[src/rtl/pulse_generator_pkg.sv]
// Shared types and constants for the OSERDES pulse generator.
// Latency: n/a (declarations only).
// Backpressure: n/a.
package pulse_generator_pkg;

    typedef enum logic {
        PG_IDLE = 1'b0,
        PG_RUN  = 1'b1
    } pg_state_t;

    localparam int PG_MIN_PERIOD = 2;
    localparam int PG_WORD_BITS  = 8;

endpackage

[src/rtl/oserdes_word_builder.sv]
// Walks one 8-bit MSB-first word of the pulse train from the current phase.
// Latency: purely combinational.
// Backpressure: none; the caller decides whether the word is consumed.
module oserdes_word_builder
    import pulse_generator_pkg::*;
#(
    parameter int PERIOD_WIDTH = 16,
    parameter int COUNT_WIDTH  = 32
) (
    input  logic [PERIOD_WIDTH-1:0] phase,
    input  logic [PERIOD_WIDTH-1:0] period,
    input  logic [PERIOD_WIDTH-1:0] width,
    input  logic [COUNT_WIDTH-1:0]  remaining,
    input  logic                    continuous,
    output logic [PG_WORD_BITS-1:0] word,
    output logic [PERIOD_WIDTH-1:0] next_phase,
    output logic [2:0]              begun,
    output logic                    train_done
);

    logic [PERIOD_WIDTH-1:0] p;
    logic                    active;
    logic [2:0]              n;

    // A pulse is always in progress on entry: RUN is left on the word where
    // the last period wraps, so a mid-period phase implies an active pulse.
    always_comb begin
        p          = phase;
        active     = 1'b1;
        n          = 3'd0;
        word       = '0;
        train_done = 1'b0;
        for (int i = PG_WORD_BITS - 1; i >= 0; i--) begin
            if (p == '0) begin
                active = continuous || ({{(COUNT_WIDTH-3){1'b0}}, n} < remaining);
                if (active) begin
                    n = n + 3'd1;
                end
            end
            word[i] = active && (p < width);
            if (p + 1'b1 == period) begin
                p = '0;
                if (!continuous && ({{(COUNT_WIDTH-3){1'b0}}, n} == remaining)) begin
                    train_done = 1'b1;
                end
            end else begin
                p = p + 1'b1;
            end
        end
        next_phase = p;
        begun      = n;
    end

endmodule

[src/rtl/oserdes_pulse_generator.sv]
// Programmable rectangular pulse train emitted as 8-bit MSB-first OSERDES words.
// Latency: start at edge k -> busy after k, first pulse word registered at k+1.
// Backpressure: none; one word per clock, stop aborts with a zero word.
module oserdes_pulse_generator
    import pulse_generator_pkg::*;
#(
    parameter int BIT_DEPTH    = 8,
    parameter int PERIOD_WIDTH = 16,
    parameter int COUNT_WIDTH  = 32
) (
    input  logic                    clock,
    input  logic                    reset_n,
    input  logic                    start,
    input  logic                    stop,
    input  logic [PERIOD_WIDTH-1:0] period,
    input  logic [PERIOD_WIDTH-1:0] width,
    input  logic [COUNT_WIDTH-1:0]  pulse_count,
    output logic [BIT_DEPTH-1:0]    out,
    output logic                    busy,
    output logic                    done,
    output logic                    error,
    output logic [COUNT_WIDTH-1:0]  pulses_sent
);

    pg_state_t               state, state_next;
    logic [PERIOD_WIDTH-1:0] period_q, width_q, phase;
    logic [COUNT_WIDTH-1:0]  count_q;
    logic [PG_WORD_BITS-1:0] word;
    logic [PERIOD_WIDTH-1:0] next_phase;
    logic [2:0]              begun;
    logic                    train_done;
    logic                    params_legal;
    logic                    accept, reject, finish, advance;
    logic [COUNT_WIDTH:0]    sent_sum;

    assign params_legal = (period >= PERIOD_WIDTH'(PG_MIN_PERIOD)) &&
                          (width != '0) && (width < period);
    assign advance  = (state == PG_RUN) && !stop;
    assign sent_sum = {1'b0, pulses_sent} + (COUNT_WIDTH+1)'(begun);
    assign busy     = (state == PG_RUN);

    oserdes_word_builder #(
        .PERIOD_WIDTH (PERIOD_WIDTH),
        .COUNT_WIDTH  (COUNT_WIDTH)
    ) u_word_builder (
        .phase      (phase),
        .period     (period_q),
        .width      (width_q),
        .remaining  (count_q - pulses_sent),
        .continuous (count_q == '0),
        .word       (word),
        .next_phase (next_phase),
        .begun      (begun),
        .train_done (train_done)
    );

    always_ff @(posedge clock or negedge reset_n) begin
        if (!reset_n) begin
            state <= PG_IDLE;
        end else begin
            state <= state_next;
        end
    end

    // Stop outranks both a start in IDLE and natural completion in RUN.
    always_comb begin
        state_next = state;
        accept     = 1'b0;
        reject     = 1'b0;
        finish     = 1'b0;
        case (state)
            PG_IDLE: begin
                if (start && !stop) begin
                    if (params_legal) begin
                        accept     = 1'b1;
                        state_next = PG_RUN;
                    end else begin
                        reject = 1'b1;
                    end
                end
            end
            PG_RUN: begin
                if (stop || train_done) begin
                    finish     = 1'b1;
                    state_next = PG_IDLE;
                end
            end
            default: state_next = PG_IDLE;
        endcase
    end

    always_ff @(posedge clock or negedge reset_n) begin
        if (!reset_n) begin
            period_q    <= '0;
            width_q     <= '0;
            count_q     <= '0;
            phase       <= '0;
            pulses_sent <= '0;
            out         <= '0;
            done        <= 1'b0;
            error       <= 1'b0;
        end else begin
            out  <= advance ? word : '0;
            done <= finish;
            if (accept) begin
                period_q    <= period;
                width_q     <= width;
                count_q     <= pulse_count;
                phase       <= '0;
                pulses_sent <= '0;
                error       <= 1'b0;
            end else if (reject) begin
                error <= 1'b1;
            end
            if (advance) begin
                phase       <= next_phase;
                pulses_sent <= sent_sum[COUNT_WIDTH] ? '1 : sent_sum[COUNT_WIDTH-1:0];
            end
        end
    end

endmodule

[config.mk]
export PLATFORM = sky130hd
export DESIGN_NAME = oserdes_pulse_generator
export DESIGN_NICKNAME = d
export VERILOG_FILES = /design/src/rtl/pulse_generator_pkg.sv /design/src/rtl/oserdes_word_builder.sv /design/src/rtl/oserdes_pulse_generator.sv
export SDC_FILE = /design/constraint.sdc
export NUM_CORES = 1
export LEC_CHECK = 0
export CAP_MARGIN = 15
export CORE_MARGIN = 5
export CORE_UTILIZATION = 35
export CTS_CLUSTER_DIAMETER = 120
export DETAILED_ROUTE_END_ITERATION = 8
export SLEW_MARGIN = 20
export SYNTH_ARGS = -nofsm -noshare
export SYNTH_HDL_FRONTEND = slang
export SYNTH_SLANG_ARGS = --single-unit
[constraint.sdc]
create_clock -name clock -period 27.3 [get_ports clock]
set_input_delay 8.19 -clock clock [delete_from_list [all_inputs] [get_ports clock]]
set_output_delay 8.19 -clock clock [all_outputs]
set_load 0.005 [all_outputs]
==> qor.yml, run 1 <==
ys_cells: 2684
clkTransAtPathRegs_ps: 80
area_delta_synth_final_pct: 13.05
drive_gt1_frac: 0.08288
synth_seq_share: 0.1529
syn_area_per_cell_sq_um: 7.498
vias: 22610
cp.arrival_ps: 25950
critPathMostFrequentCell: "nand2_1"
p_clk_mw: 0.240
cts_setup_buffers: 0
ios: 111
aoi_share: 0.2439
power_density_mw_per_mm2: 77.83
xor_share: 0.09432
yosysMostFrequentCell: "nor2_1"
comb-cell-share: 0.7003
io_buffers: 110
holdBufCountCts: 0
grt_pass1_vias: 22120
hold_class: "flop to flop"
ant_nets: 0
routed-wl-met3_um: 8340
cp_num_buf_inv: 9
setup_violations: 0
fin_crit_ps: 25630
endpoint: "busy"
timing.rr.start: "phase[0]"
switchingPower_mw: 0.9569
cpLargestDelayFamily: "simple AND/OR/NAND/NOR gates"
grt_pass1_wl_um: 142500
synthTopLogicFamily: "simple AND/OR/NAND/NOR gates"
wl_met1_um: 38910
worst_setup_path_start_kind: "flop"
max_cap_violations: 0
cp_data_required_time_ps: 27620
rrSetupSlack_ps: 1670
cts.path.max_buffers: 2
syn_inst: 2684
worstSkewPairLatency_ps: 440
edf_count: 0
n_sequential_cell: 123
hpwl_um: 73950
pwr-share-comb: 0.720
grt_use_total: 0.2946
clock.fmax_mhz: 39.02
relSlewSlack: 0.2050
dieHeight_um: 249.8
grt_util_met2: 0.4744
swShare: 0.5404
gr-usage-met1: 0.3745
drtIter0Drc: 2596
ys_top_cells_by_area: "dfrtp_1, ha_1, xnor2_1"
yosys_warnings: 0
largest_class: "logic gates"
layout.area.seq_sq_mm: 0.003078
cts-resized-gates: 0
synth-main-ff-cell: "dfrtp_1"
clock_buffer_count: 17
comb_area_sq_mm: 0.01593
cpMaxStageDelayCell: "o21ai_1"
holdPathStages: 2
tool_warnings: 35
routed_wl_um: 96700
grt_max_degree: 70
leakage_nw: 9.128
clock-root-buffer: "clkbuf_16"
mux_area_frac: 0.03401
critPathLaunch: "phase[0]"
comb_cells: 2273
worst_setup_path_end_kind: "flop"
signal_buffers: 183
cts_tree: "yes"
drc: 0
numCtsBuffers: 17
wl_per_cell_um: 27.56
r2r_end: "busy"
vdd_ir_drop_max_v: 0.00005111
vias_per_cell: 6.442
dp_cells: 3474
buffer_area_frac: 0.07254
status: "finished clean"
hold_violations: 0
ys_chip_area_sq_mm: 0.02012
syn_area_sq_mm: 0.02012
htreeDepth: 4
gr-total-overflow: 0
## run 1: through the flow
| step | setup WS (ps) | hold WS, ps | cell area, sq um | power, mW |
|---|---|---|---|---|
| 5_1_grt | 153.3 | 565.4 | 22750 | 1.876 |
| 3_3_place_gp | 1856 | 493.7 | 22070 | 1.484 |
| 6_report | 1671 | 519.3 | 22750 | 1.771 |
| 3_5_place_dp | 1178 | 503.4 | 22070 | 1.491 |
| 4_1_cts | 1059 | 518.6 | 22690 | 1.738 |
| 2_1_floorplan | 4771 | 485.9 | 20120 | 1.057 |
## run 1: sequential cells by signal, indices dropped and copies added (netlist names), 8 cells and up
name / count
phase: 16
width_q: 16
period_q: 16
count_q: 32
out: 8
pulses_sent: 32
Fig. 1: run 1, local utilization
The bar under the picture is 50 um long. The die is cut into 25 by 25 equal tiles; dark blue is low, red is high, 0 to 100% covered.
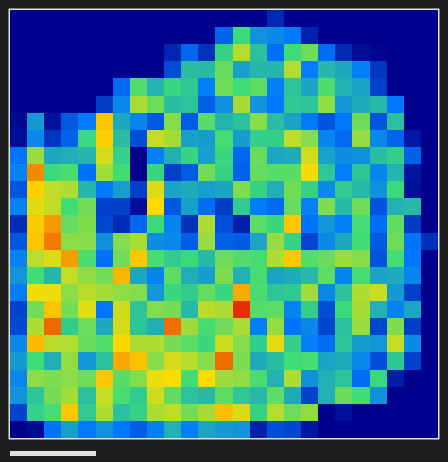
19% of the tiles are nearly empty. The mean over all tiles is 35%. The emptiest ninth of the die: top left. 4.5% of the tiles are over 75% full. The fullest tile reaches 95%.
Core Util, Final: 0.4012
FP Core Util: 0.3548
core area: 0.05671 sq mm

Fig. 2: run 1, sizing map
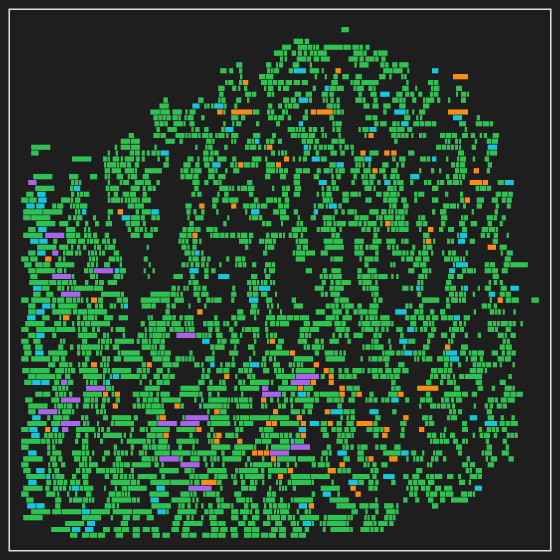
x3 and x4: shown in orange, cells 91. x1 and smaller: shown in green, cells 2523. x6 and larger: shown in purple, cells 25. x2: shown in cyan, cells 112.

Fig. 3: run 1, cells colored by class
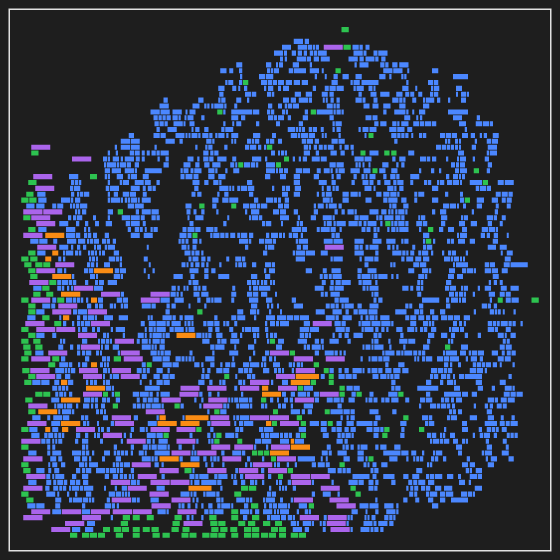
clock drivers and dummy loads: shown in orange, cells 32, share of their area 2.8%. sequential cells: shown in purple, cells 123, share of their area 14%. remaining buffers and delay cells: shown in green, cells 183, share of their area 7.6%. remaining logic cells: shown in blue, cells 2413, share of their area 75%.
Core Rows: 87
flop share of the area: 0.1353
cell area after layout: 0.02275 sq mm

## Run 2: what changed since run 1
CAP_MARGIN = unset   (was 15)
Fig. 4: run 2, sizing map
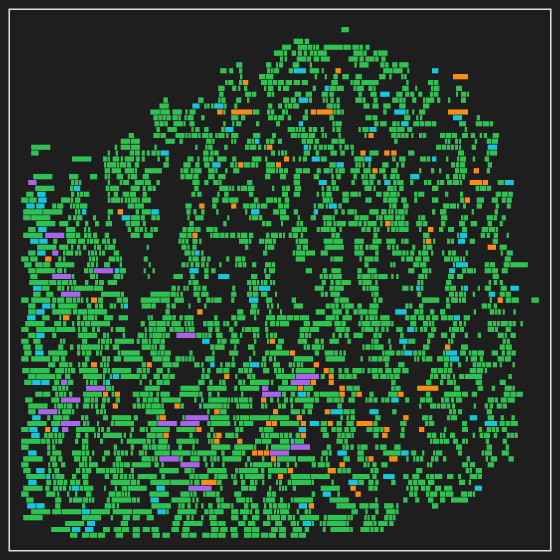
setup ws final: 1671 ps
Area Growth Syn to Fin: 13.05%

==> run 2 against run 1 <==
Clock skew did not move. Maximum frequency stayed put. Combinational power about the same. Total power stayed put. Flip-flop count unchanged. Wire length did not move. Utilization stayed put. Final area stayed put. Synthesized cell count is the same. Register-to-register slack is essentially flat. Critical endpoint unchanged. Largest cell class unchanged.
==> qor.yml, run 2 <==
status: "finished clean"
edf_count: 0
swShare: 0.5404
fp_util: 0.3548
p_clk_mw: 0.240
cts-resized-gates: 0
gr-total-overflow: 0
cts.path.max_buffers: 2
grt_max_degree: 70
htreeDepth: 4
aoi_share: 0.2439
comb_area_sq_mm: 0.01593
syn_area_per_cell_sq_um: 7.498
cp_data_required_time_ps: 27620
ys_cells: 2684
clkTransAtPathRegs_ps: 80
hpwl_um: 73950
gr-usage-met1: 0.3745
worstSkewPairLatency_ps: 440
vdd_ir_drop_max_v: 0.00005111
critPathLaunch: "phase[0]"
buffer_area_frac: 0.07254
wl_met1_um: 38910
numCtsBuffers: 17
max_cap_violations: 0
drive_gt1_frac: 0.08288
relSlewSlack: 0.2050
hold_violations: 0
power_density_mw_per_mm2: 77.83
synth_seq_share: 0.1529
routed-wl-met3_um: 8340
holdPathStages: 2
holdBufCountCts: 0
seq_share: 0.1353
power_mw: 1.771
rows: 87
grt_pass1_vias: 22120
tool_warnings: 35
mux_area_frac: 0.03401
layout.area.seq_sq_mm: 0.003078
clock_buffer_count: 17
clock.fmax_mhz: 39.02
rrSetupSlack_ps: 1670
leakage_nw: 9.128
critPathMostFrequentCell: "nand2_1"
worst_setup_path_start_kind: "flop"
drtIter0Drc: 2596
r2r_end: "busy"
vias_per_cell: 6.442
ys_chip_area_sq_mm: 0.02012
grt_util_met2: 0.4744
grt_use_total: 0.2946
worst_setup_path_end_kind: "flop"
ios: 111
synth-main-ff-cell: "dfrtp_1"
fin_crit_ps: 25630
ys_top_cells_by_area: "dfrtp_1, ha_1, xnor2_1"
hold_class: "flop to flop"
drc: 0
setup_violations: 0
cts_tree: "yes"
cp.arrival_ps: 25950
largest_class: "logic gates"
yosysMostFrequentCell: "nor2_1"
coreArea_sq_mm: 0.05671
cpLargestDelayFamily: "simple AND/OR/NAND/NOR gates"
signal_buffers: 183
n_sequential_cell: 123
Fig. 5: run 2, routed metal per tile
The bar under the picture is 50 um long. The die is cut into 25 by 25 equal tiles; dark blue is low, red is high, scaled to the fullest tile. Values are wire area over tile area, all layers added.
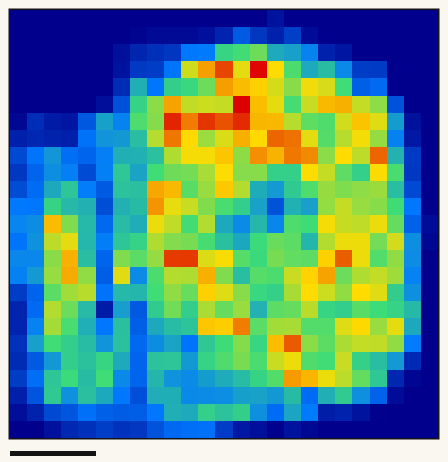
17% of the tiles are nearly empty. The mean over all tiles is 0.26. The fullest tile reaches 0.70. The densest ninth of the die: middle.
Total Wirelength: 96700 um
detailed-route via count: 22.61k
drt wl/cell: 27.56 um

run 2: cell counts in the layout (fill, tap and decap cells not counted):
No cell type changed its count.
run 2: through the flow:
stage               cell area [sq um]  hold WS [ps]  utilization  worst slack [ps]  instances
finish                          22750         519.3       0.4012              1671       3509
global route                    22750         565.4       0.4011             153.3       3507
CTS                             22690         518.6       0.4000              1059       3506
floorplan                       20120         485.9            -              4771       2684
global placement                22070         493.7       0.3892              1856       3474
detailed placement              22070         503.4       0.3892              1178       3474
run 2: tightest hold or removal path, delay by kind of cell, from the launching register on:
family          cells  cell delay (ps)
compound gates      1               50
flops               1              360
simple gates        1               80
Power is estimated from default activity; no workload was simulated.
